==> config.mk <==
export PLATFORM = sky130hd
export DESIGN_NAME = imm_ext_arbiter_flat
export DESIGN_NICKNAME = d
export VERILOG_FILES = /design/src/rtl/imm_ext_arbiter_pkg.sv /design/src/rtl/imm_ext_arbiter_if.sv /design/src/rtl/imm_ext_arbiter_sext.sv /design/src/rtl/imm_ext_arbiter.sv /design/src/flat_wrapper.sv
export SDC_FILE = /design/constraint.sdc
export NUM_CORES = 1
export LEC_CHECK = 0
export CAP_MARGIN = 20
export CORE_MARGIN = 2
export CORE_UTILIZATION = 54
export CTS_BUF_LIST = sky130_fd_sc_hd__clkbuf_8
export DETAILED_ROUTE_END_ITERATION = 12
export GPL_ROUTABILITY_DRIVEN = 0
export PLACE_DENSITY = 0.94
export SYNTH_ARGS = -nofsm -noshare
export SYNTH_HDL_FRONTEND = slang
export SYNTH_HIERARCHICAL = 1
export SYNTH_SLANG_ARGS = --single-unit
==> constraint.sdc <==
create_clock -name clk -period 2.5 [get_ports clk]
set_input_delay 0.375 -clock clk [delete_from_list [all_inputs] [get_ports clk]]
set_output_delay 0.375 -clock clk [all_outputs]
set_load 0.1 [all_outputs]
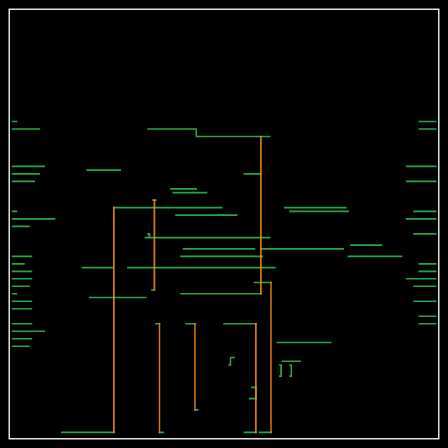
Figure 1: run 1, metal layers overlaid.
Two of the layers only.
met3: shown in green, wire length 408 µm. met4: shown in orange, wire length 168 µm.
DR vias: 2648
Routed WL: 6.91 mm
GRT Total Usage: 0.239
WL per Instance: 14.5 µm

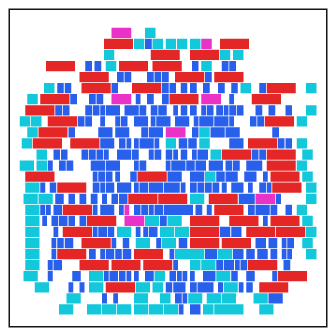
Figure 2: run 1, placed cells, one colour a class.
clock drivers and dummy loads: shown in magenta, cells 8, share of their area 2.7%. other buffers and delay cells: shown in cyan, cells 87, share of their area 23%. flip-flops: shown in red, cells 56, share of their area 33%. all other logic: shown in blue, cells 257, share of their area 42%.
Rows: 26
core box area: 0.00517 mm²

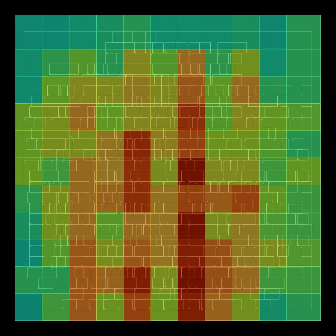
Figure 3: run 1, routing congestion map.
routing usage on met1: 0.300
grt peak-use layer: met2
final core utilization: 0.682
met3 Use GR: 0.0442
M2 GR Usage: 0.404

==> GITHUB_STEP_SUMMARY, run 1 <==
### Yosys + OpenROAD results

| Metric | Value |
|---|---|
| Ao+oa area frac | 0.258 |
| Commonest Layout Cell | a21oi_1 |
| Post_cts resized | 0 |
| DRT iter0 DRCs | 190 |
| Worst slew pin tran | slightly below 1 ns |
| Mux area share | 0.104 |
| Max-Cap Viols | 0 |
| Initial antenna violation count | 0 |
| DRC Markers | 0 |
| Cell type with the largest total area | dfxtp_1 |
| RSZ-0062 raised after global routing | no |
| Vias in the first global route | between 2000 and 2500 |
| Clock sinks | 56 |
| Top cells, area | dfxtp_1 (38%), a21oi_1 (9.7%), mux2i_1 (9.2%) |
| Init Core Util | 0.567 |
| Final WS setup | 0.222 ns |
| WHS Path Cells | 2 |
| Final ANT Viol Nets | 0 |
| GRT overflow | 0 |
| Synth Cell Area | ~0.0029 mm² |
| Vias/cell | 5.54 |
| Worst EP required | 2.12 ns |
| Worst R2R Setup Slack | 0.64 ns |
| Number of setup violations in the final report | 0 |
| YS warnings | 6 |
| Final tally of hold violations | 0 |
| Storage element area | 0.00112 mm² |
| Synthesized net count | slightly above 400 |
| Filler cells | 430 |
| # diodes | 0 |
| Comb gate area | 0.00142 mm² |
| HP Class | reg2reg |
| CP endpoint kind | output pin |
| Delay of the slowest critical-path stage | between 0.4 and 0.5 ns |
| Clk slew on worst S/H paths | 0.09 ns |
| Flip-flop count of the largest register after layout | 32 |
| Chip Area, Yosys | 0.00293 mm² |
| Crit-path max FO | 7 |
| Clock skew | 0.00743 ns |
| R2r worst-path depth | 4 |
| Area leader share | 0.382 |
| Layout cells sized above 1 | 0.145 |
| Hpwl dp | 5.02 mm |
| Die Span X | 77.7 µm |
| Largest net degree at the start of global routing | 56 |
| Seq share, synth | 0.382 |
| Placed instance count | ~470 |
| H-tree depth | 2 |
| Fmax | around 0.44 GHz |
| Xor/xnor share | 0 |
| Final Max Tran Viols | 0 |
| Kind of critical path | in2out |
| Max clock buf depth | 2 |
| Adder Area Share | 0 |
| # IOs | 78 |
| Min Tclk post-route | 2.28 ns |
| Gate Count Post-Synth | around 370 |
| Status | completed |
| Clock root cell | clkbuf_8 |
| Post-synth regs | 56 |
| Post-Place Setup Slack | roughly 0.21 ns |
| Worst-Skew Late Latency | 0.31 ns |
| Router iterations before antenna repair | 5 |
| Setup TNS | 0 ns |
| Cell Type Count | 31 |
| Nets | 449 |
| Synth logic family | AND-OR/OR-AND gates |
| CTS tree | done |
| Area grow syn2layout | 20.3% |
| Critical path arrival | 1.90 ns |
| First-pass GRT wire length | 11.6 mm |
| Dominant logic cell types in the final layout | a21oi_1 (57), dfxtp_1 (56), buf_4 (44) |
==> run 1: Yosys cell counts, drive strengths merged <==
library cell	number
inv	8
nor2b	7
nand2	33
nand2b	4
o211ai	1
nand3b	1
buf	45
o21ai	52
mux2i	27
nand3	1
and2	1
mux2	3
dfxtp	56
a21oi	57
a211oi	1
a22oi	4
nor3	2
a211o	1
a21o	1
nor2	32
o31a	1
clkbuf	14
a21boi	2
or3b	1
a31oi	14
a221oi	3
==> run 1: layout make-up <==
class / count / share of cell area
inverter: 8 / 0.00851
timing repair buffer: 87 / 0.221
multi-input combinational: 249 / 0.401
tap: 70 / 0.0248
clock inverter: 2 / 0.00319
clock buffer: 6 / 0.0234
sequential: 56 / 0.318
==> run 1: stage by stage <==
stage               instance area, µm²  total power [mW]  hold WS, ns  utilization
global route                      3530              2.61        0.497        0.682
CTS                               3530              2.50        0.467        0.682
global placement                  3440              1.99        0.444        0.664
floorplan                         2930              1.84        0.455            -
finish                            3530              2.49        0.462        0.682
detailed placement                3440              2.01        0.454        0.664
==> run 1: where the power goes <==
part	total [mW]	leakage, nW	switching, mW	internal (mW)
sequential	1.08	0.461	0.0990	0.980
combinational	0.919	0.906	0.642	0.277
clock	0.490	0.0486	0.269	0.221
total	2.49	1.41	1.01	1.48
==> run 1: cells by family (layout without fill, tap and decap cells) <==
| group | count (synthesis) | in the layout |
|---|---|---|
| AND-OR/OR-AND | 137 | 137 |
| buffers and inverters | 67 | 103 |
| flip-flops | 56 | 56 |
| multiplexers | 30 | 30 |
| AND/OR/NAND/NOR | 82 | 82 |
==> run 1: critical path, delay by kind of cell <==
family	cells	cell delay [ns]
AND-OR/OR-AND	1	0.34
buffers and inverters	3	0.77
AND/OR/NAND/NOR	1	0.42
==> run 1: metal layers <==
layer  up-vias  part of all wire  GRT usage
li1       1332                 -          -
met3        16             0.059     0.0442
met4         0             0.024     0.0946
met1      1207              0.42      0.300
met2        93              0.49      0.404
met5         -                 0          0
==> run 2, diff against run 1 <==
Settings changed: CORE_UTILIZATION 54 to 50, PLACE_DENSITY 0.94 to 0.88.
Clock period 2.5 ns to 2.2 ns, I/O delays scaled along.
==> run 2 against run 1 <==
  * Area after synthesis did not move
  * First-iteration DRC count rose by 5.8%
  * Setup slack got worse by 0.086 ns
  * Critical path depth did not move
  * Clock skew fell by 0.0020 ns
  * Via count fell by 0.87%
  * Non-clock buffer count did not move
  * Synthesized cell count did not move
  * Clock power rose by 5.9%
  * Global-route usage fell by 1.6 points
  * Sequential share of layout area fell by 0.32 points
  * Critical path type unchanged
  * Largest cell class unchanged
==> GITHUB_STEP_SUMMARY, run 2 <==
### Yosys + OpenROAD results

| Metric | Value |
|---|---|
| Clock sinks | ~56 |
| Cell type with the largest total area | dfxtp_1 |
| Pwr per Cell Area | about 790 mW/mm² |
| Max-Cap Viols | 0 |
| Seq share, synth | 0.382 |
| RSZ-0062 raised after global routing | no |
| Placed instance count | 472 |
| GRT overflow | 0 |
| Final period util | 0.938 |
| Most frequent cell after synthesis | a21oi_1 |
| Cell Type Count | 31 |
| DRT iter0 DRCs | 201 |
| CTS tree | done |
| Nets | between 400 and 500 |
| Leakage | 1.42 nW |
| Worst setup SP type | input port |
| Gate Count Post-Synth | 372 |
| # diodes | 0 |
| Filler cells | 495 |
| Pwr Total | 2.81 mW |
| Routed WL | 6.85 mm |
| Vias/cell | 5.48 |
| Dominant logic cell types in the final layout | a21oi_1 (57), dfxtp_1 (56), clkdlybuf4s50_1 (41) |
| Init Core Util | 0.526 |
| # IOs | 78 |
| Maximum VDD drop | 0.438 mV |
| Post-synth regs | 56 |
| DR vias | 2625 |
| Critical path arrival | between 1.5 and 2 ns |
| Synthesized net count | approximately 410 |
| Top_reg_cell synth | dfxtp_1 |
| Flip-flop count of the largest register after layout | 32 |
| Clock root cell | clkbuf_8 |
| YS warnings | 6 |
| Commonest Layout Cell | a21oi_1 |
| WL per Instance | 14.3 µm |
| Post-synth EDFFs | 0 |
| Worst R2R Setup Slack | between 0.4 and 0.5 ns |
| GRT Total Usage | 0.223 |
| CP endpoint kind | output pin |
| Hpwl dp | slightly below 5 mm |
| Setup TNS | 0 ns |
| Slew HR | 0.365 |
| Final ANT Viol Nets | 0 |
| Worst slew pin tran | 0.951 ns |
| OpenROAD warnings | 26 |
| Area grow syn2layout | 21.6% |
| Kind of critical path | in2out |
| Layout cells sized above 1 | 0.143 |
| Status | completed |
| Post_cts resized | 0 |
| First-pass GRT wire length | 11.3 mm |
| Rows | 27 |
| Top cells by count | a21oi_1 (57), dfxtp_1 (56), buf_4 (34), nand2_1 (33), nor2_1 (32) |
| Top cells, area | dfxtp_1 (38%), a21oi_1 (9.7%), mux2i_1 (9.2%) |
| Hold-fix buffers, CTS | 0 |
| Final tally of hold violations | 0 |
| Clk slew on worst S/H paths | roughly 0.090 ns |
| Final WS setup | around 0.14 ns |
| Post-route insts no fill | around 480 |
| Crit-path max FO | 3 |
| Die Span X | 80.6 µm |
| Router iterations before antenna repair | 4 |
| Port buffer count | 77 |
| Die area | 0.00649 mm² |
| DP Area | 0.00349 mm² |
| Core box area | 0.00557 mm² |
| Vias in the first global route | 2432 |
| R2r worst-path depth | 4 |
| Final Max Tran Viols | 0 |
| Post-Place Setup Slack | 0.143 ns |
| Synth Area per Inst | 7.88 µm² |
| Async S/R FF share, synth | 0 |
| Number of setup violations in the final report | 0 |
| Fmax | around 0.48 GHz |
| H-tree depth | 2 |
| Yosys cell count | 372 |
| Worst EP required | 1.87 ns |
| Die height | just over 80 µm |
| HP Class | reg2reg |
| Min Tclk post-route | 2.06 ns |
| Initial antenna violation count | 0 |
| Chip Area, Yosys | just under 0.003 mm² |
| DRC Markers | 0 |
| Area leader share | 0.382 |
| Final Instance Area | approximately 0.0036 mm² |
| WHS Path Cells | 2 |
| Post-CTS setup buffers | 0 |
| Synth Cell Area | between 0.002 and 0.003 mm² |
| Largest net degree at the start of global routing | 53 |
| Max clock buf depth | 2 |
| CTS Buf Count | 5 |
run 2: cell counts after synthesis:
No cell type changed its count.
run 2: logic make-up after synthesis:
family,after synthesis,synth area share
compound gates,137,0.258
buf+inv,67,0.136
flops,56,0.382
mux,30,0.104
simple gates,82,0.120
run 2: routing by layer:
| layer | wire length [µm] | share of wire | up-vias | global-route usage |
|---|---|---|---|---|
| met1 | 2960 | 0.43 | 1214 | 0.287 |
| li1 | - | - | 1329 | - |
| met2 | 3350 | 0.49 | 71 | 0.370 |
| met4 | 157 | 0.023 | 0 | 0.0932 |
| met5 | 0 | 0 | - | 0 |
| met3 | 372 | 0.054 | 11 | 0.0360 |
run 2: area by class of cell:
type,count,area [µm²],share of cell area
clock buffers,5,68.8,0.0193
clock inverters,2,8.76,0.00246
multi-input cells,249,1420,0.397
well taps,72,90.1,0.0253
flip-flops and latches,56,1120,0.314
inverters,8,30.0,0.00842
repair buffers,87,831,0.233
run 2: stage by stage:
stage / hold WS (ns) / utilization
2_1_floorplan: 0.455 / -
3_3_place_gp: 0.444 / 0.626
3_5_place_dp: 0.457 / 0.626
4_1_cts: 0.470 / 0.640
5_1_grt: 0.490 / 0.640
6_report: 0.464 / 0.640
run 2: power breakdown:
part	total (mW)	internal, mW	leakage (nW)	switching, mW
Clock	0.519	0.213	0.0452	0.307
Sequential	1.22	1.11	0.461	0.111
Combinational	1.07	0.332	0.918	0.733
Total	2.81	1.66	1.42	1.15
run 2: worst max-delay path: stages:
cell and delay, ns:
clkdlybuf4s50_1 0.47, or3b_4 0.41, a211o_1 0.27, inv_2 0.08, buf_12 0.17
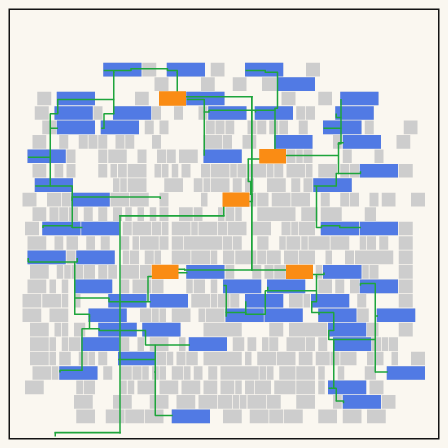
Figure 4: run 2, routed clock nets over the placement.
cells driving clock nets: shown in orange, count 5. clock wires: shown in green, length 597 µm. flip-flops: shown in blue, count 56.
There are 6 routed clock nets.
Worst-Skew Late Latency: 0.30 ns
clock skew: 0.00543 ns

Power is estimated from default activity; no workload was simulated.
